### Routing congestion, run 1

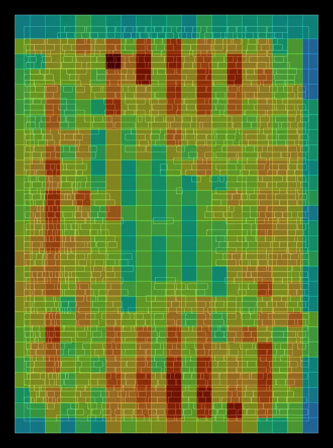
### Placement by cell class, run 1

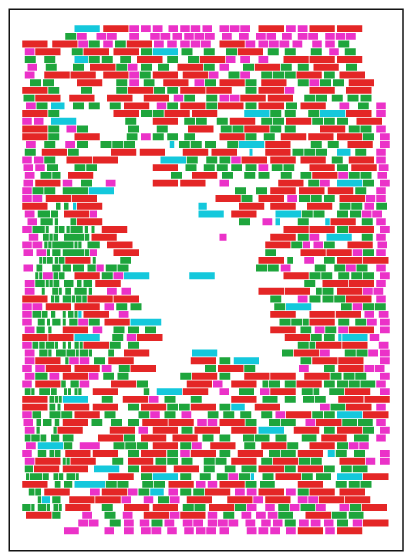
### Where the registers sit, run 1

Scale bar: 50 µm.
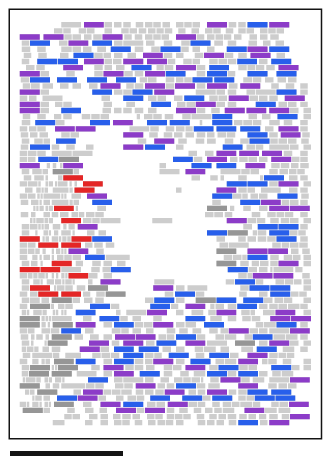
### Routed metal, one colour a layer, run 1

Scale bar: 50 µm.
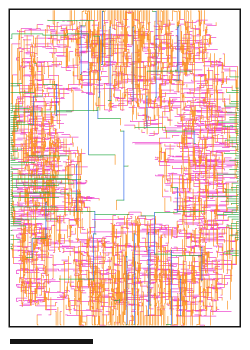
Design segment_id_ex_pipe, sky130hd; sources not shown.
==> flow_summary.json, run 1 <==
{
  "status": "finished, final reports clean",
  "grt_setup_unrepaired": "false",
  "whs_ns": 0.487,
  "slew-limit-headroom_pct": 30.4,
  "mux_share_pct": 31.9,
  "ir_drop_uv": 229,
  "power_density_mw_per_mm2": 401,
  "gr-max-usage-layer": "met2",
  "port_buffers": 272,
  "tritoncts": "built",
  "layout.cells.non_filler": 1409,
  "drtIter0Drc": 266,
  "vias_per_cell": 5.34,
  "synthArstFlopShare_pct": 100,
  "core-area_mm2": 0.0233,
  "ff_type": "dfrtp_1",
  "setup_violations": 0,
  "die-area_mm2": 0.0263,
  "synthCells": 928,
  "synth.cellmix.adderShare_pct": 0.939,
  "switching_power_uw": 2010,
  "cts_resized": 0,
  "grt_pass1_vias": 8388,
  "routabilityCongestion": 0.895,
  "crit_required_ns": 7.80,
  "setup_ws_ns": 2.85,
  "p_seq_share_pct": 40.0,
  "startpoint_type": "input pin",
  "powerClk_uw": 1330,
  "crit_arrival_ns": 4.95,
  "highest_layer": "met4",
  "p_int_uw": 4330,
  "p_leak_uw": 0.00677,
  "worst_slew_pin_slew_ns": 1.04,
  "ys_sh_aoi_pct": 0.616,
  "hold_buffers": 0,
  "cts_buffers": 27,
  "hold_viol_final": 0,
  "switching_share_pct": 31.7,
  "postCtsSetupBuffers": 0,
  "insertion_delay_ns": 0.52,
  "drv_slew": 0,
  "synth_cell_types": 42,
  "area_growth_pct": 23.6,
  "warning_count": 33,
  "setup_tns_ns": 0,
  "avgSynthCellArea_um2": 13.8,
  "overflow": 0,
  "reg2reg_slack_ns": 3.91,
  "cts_max_level": 1,
  "die_x_um": 138,
  "power.group.top": "sequential cells",
  "gr-usage-met1_pct": 24.4,
  "yosysTopAreaCellShare_pct": 52.4,
  "postSynthSeqShare_pct": 52.4,
  "fp_util_pct": 55.0,
  "yosysCellCount": 928,
  "dpl.hpwl_mm": 18.2,
  "drc": 0,
  "drive_gt1_share_pct": 36.5,
  "synthesis.area_mm2": 0.0128,
  "largest_reg_flops": 117,
  "worst-path-max-fanout": 65,
  "critical_path_class": "in2reg",
  "nets": 1216,
  "final_area_mm2": 0.0158,
  "synth.cellmix.simpleShare_pct": 4.28,
  "synth-edff-count": 0,
  "fillers": 1642,
  "synth_flops": 268,
  "drv_cap": 0,
  "place_inst": 1362,
  "pre_cts_ws_ns": 2.35,
  "grt_pass1_wl_mm": 43.8,
  "place_area_mm2": 0.0150
}
-- 'Routing congestion' (at the start) --
post-layout util: 68.0%
routed len/inst: 19.1 µm
GR Util met2: 36.1%

-- 'Placement by cell class' (at the start) --
sequential cells -> red  # cells 268
clock drivers and dummy loads -> cyan  # cells 45
remaining buffers and delay cells -> magenta  # cells 278
combinational and other logic -> green  # cells 510
sequential share of cell area: 42.4%
FP Rows: 66

-- 'Where the registers sit' (at the start) --
`u_flush_cnt.cnt` -> red  # placed flops 16, where middle left
`out_pkt` -> purple  # placed flops 109, where widely spread
`skid_q` -> blue  # placed flops 117, where widely spread
not coloured = 26
sequential cell power: 2540 µW
FF/Latch Area: 0.00671 mm²

-- 'Routed metal, one colour a layer' (at the start) --
metal 2 -> orange  # wire length 14200 µm
metal 4 -> blue  # wire length 884 µm
metal 3 -> green  # wire length 1300 µm
metal 1 -> magenta  # wire length 10400 µm
Total Wirelength: 26.9 mm
Overall Global Routing Usage: 20.8%
via count: 7518

run 1: cells in the final DEF (no fill, tap or decap), types with 4 or more instances in the layout:
master and count:
clkbuf_8 5, clkbuf_1 5, mux2_4 20, dfrtp_1 268
xnor2_1 11, mux2_2 325, and3_1 4, inv_1 8
mux2_1 10, nand2b_1 6, nor2_1 13, and2_1 9
ha_1 7, buf_4 5, xor2_1 11, nand4_1 7
clkdlybuf4s50_1 271, nand3_1 13, clkbuf_16 27, nand2_1 35
run 1: worst max-delay path, stage by stage:
cell	delay (ns)
clkdlybuf4s50_1	0.50
nand2_1	0.15
nand4_4	0.18
buf_4	0.57
buf_4	0.80
mux2_2	0.42
run 1: synth_stat cells (all sizes together), types with 2 or more instances:
cell type	n
nor4	3
o21ai	2
nand2b	6
and2	9
a21oi	3
a31oi	2
inv	8
and3	4
xnor2	11
dfrtp	268
nand3	14
nand4	8
nand2	36
clkbuf	4
nor2b	2
nor2	13
and4	3
nor3	3
buf	146
xor2	11
ha	8
mux2	355
run 1: final cells by class:
cell class / instances / area [µm²] / area share [%]
flip-flops and latches: 268 / 6710 / 42.4
clock buffers: 37 / 763 / 4.82
diodes: 2 / 5.00 / 0.0316
multi-input cells: 502 / 5050 / 31.9
well taps: 306 / 383 / 2.42
repair buffers: 278 / 2790 / 17.6
clock inverters: 8 / 100 / 0.633
inverters: 8 / 30.0 / 0.190
run 1: kinds of logic (layout without fill, tap and decap cells):
logic type / count (synthesis) / in the layout
mux: 356 / 356
flops: 268 / 268
buf+inv: 158 / 331
simple gates: 104 / 104
xor+xnor: 22 / 22
compound gates: 11 / 11
fa+ha+maj: 9 / 9
other cells: 0 / 2
### Signal metal coverage by tile, run 1

Scale bar: 50 µm. 28 x 38 tiles, from dark blue (low) to red (high), scaled to the fullest tile. Values are wire area over tile area, all layers added.
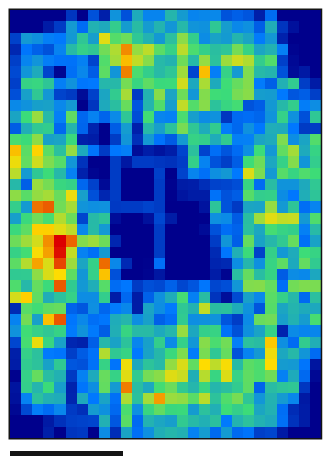

==> run 2, diff against run 1 <==
Settings changed: CORE_UTILIZATION 54 to 52, PLACE_DENSITY 0.9 to 0.87.
Clock period 7.4 ns to 4.5 ns, I/O delays scaled along.
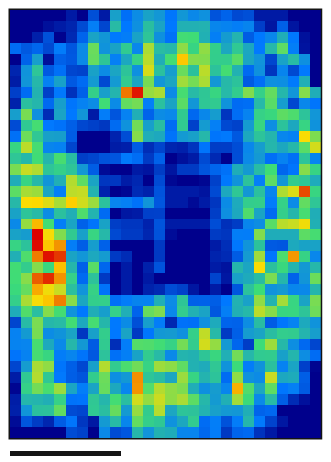
*Signal metal coverage by tile, run 2*
Scale bar: 50 µm. 28 x 39 tiles, from dark blue (low) to red (high), scaled to the fullest tile. Values are wire area over tile area, all layers added.
fullest tile = 0.50
tiles over half the peak = 17%
densest ninth of the die = middle left
emptiest ninth of the die = centre
via count: 7492
Total Wirelength: 27.2 mm
routed len/inst: 19.2 µm
Overall Global Routing Usage: 20.3%

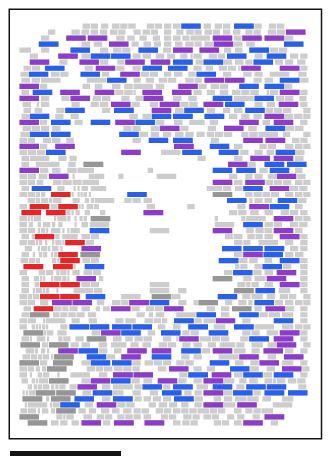
*Where the registers sit, run 2*
Scale bar: 50 µm.
`u_flush_cnt.cnt` -> red  # placed flops 16, where middle left
`skid_q` -> blue  # placed flops 117, where widely spread
`out_pkt` -> purple  # placed flops 109, where widely spread
not coloured = 26
sequential share of cell area: 42.2%
sequential cell power: 4170 µW
post-layout util: 66.0%

==> flow_summary.json, run 2 <==
{
  "setup_tns_ns": 0,
  "layout_top_cells": "mux2_2, clkdlybuf4s50_1, dfrtp_1, nand2_1, clkbuf_16",
  "worst_slew_pin_slew_ns": 1.05,
  "ir_drop_uv": 409,
  "layout_top_cell": "mux2_2",
  "yosysCellCount": 928,
  "yosysTopAreaCellShare_pct": 52.4,
  "synth.top_cells.by_count": "mux2_2, dfrtp_1, buf_4",
  "synth.most_common_cell": "mux2_2",
  "status": "finished, final reports clean",
  "ys_sh_aoi_pct": 0.616,
  "cts_max_level": 1,
  "die_x_um": 141,
  "synthArstFlopShare_pct": 100,
  "ff_type": "dfrtp_1",
  "power_density_mw_per_mm2": 653,
  "die-area_mm2": 0.0272,
  "core.rowCount": 67,
  "postCtsSetupBuffers": 0,
  "setup_violations": 0,
  "grt_pass1_wl_mm": 44.1,
  "largest_reg_flops": 117,
  "drive_gt1_share_pct": 36.6,
  "power_uw": 10400,
  "avgSynthCellArea_um2": 13.8,
  "cts_buffers": 26,
  "insertion_delay_ns": 0.52,
  "gr-usage-met1_pct": 24.3,
  "synth_cell_types": 42,
  "crit_required_ns": 3.15,
  "drc": 0,
  "slew-limit-headroom_pct": 30.0,
  "port_buffers": 272,
  "p_leak_uw": 0.00680,
  "synth_flops": 268,
  "dpl.hpwl_mm": 18.5,
  "cts_resized": 0,
  "postSynthSeqShare_pct": 52.4,
  "startpoint_type": "flop",
  "core-area_mm2": 0.0241,
  "drtIter0Drc": 200,
  "drv_cap": 0,
  "nets": 1220,
  "area_growth_pct": 24.0,
  "fp_util_pct": 53.2,
  "overflow": 0,
  "synth-edff-count": 0,
  "drv_slew": 0,
  "gr-max-usage-layer": "met2",
  "routabilityCongestion": 0.838,
  "mux_share_pct": 31.9,
  "synthesis.area_mm2": 0.0128,
  "warning_count": 31
}
## run 2: layer usage
metal / vias to the layer above / routed length, µm / part of all wire [%]
met4: 0 / 707 / 2.6
met3: 45 / 1500 / 5.5
met2: 208 / 14300 / 52
met5: - / 0 / 0
met1: 3802 / 10800 / 39
li1: 3437 / - / -
## run 2: worst max-delay path: stages (launching register included)
cell	delay [ns]
dfrtp_1	0.76
and2_1	0.27
clkdlybuf4s50_1	0.62
## run 2: logic make-up (layout without fill, tap and decap cells)
group | count (synthesis) | in the layout
and+or+nand+nor | 104 | 104
AOI/OAI and AO/OA | 11 | 11
buffers and inverters | 158 | 335
adders and majority gates | 9 | 9
other | 0 | 2
DFF | 268 | 268
muxes | 356 | 356
xor gates and xnor gates | 22 | 22
## run 2: layout make-up
class                   count  area, µm²
fillers                  1779       8180
flip-flops and latches    268       6710
multi-input cells         502       5050
repair buffers            283       2890
clock buffers              37        743
well taps                 310        388
clock inverters             7       66.3
inverters                   8       30.0
diodes                      2       5.00
## run 2: stage by stage
stage          hold WS (ns)  util, %  worst slack [ns]  cell area [µm²]  instances
2_1_floorplan         0.465        -              1.54            12800        928
3_3_place_gp          0.475     62.6             0.704            15100       1371
3_5_place_dp          0.486     62.6             0.621            15100       1371
4_1_cts               0.500     66.0             0.938            15900       1415
5_1_grt               0.514     66.0             0.866            15900       1417
6_report              0.498     66.0             0.980            15900       1417
## run 2: report_power, final
part	total (µW)	internal (µW)	switching (µW)	leakage (µW)
Combinational	4110	2320	1780	0.00315
Sequential	4170	3530	640	0.00324
Clock	2090	1200	885	0.000402
No activity file was given, so power comes from the tool's default toggle rates.
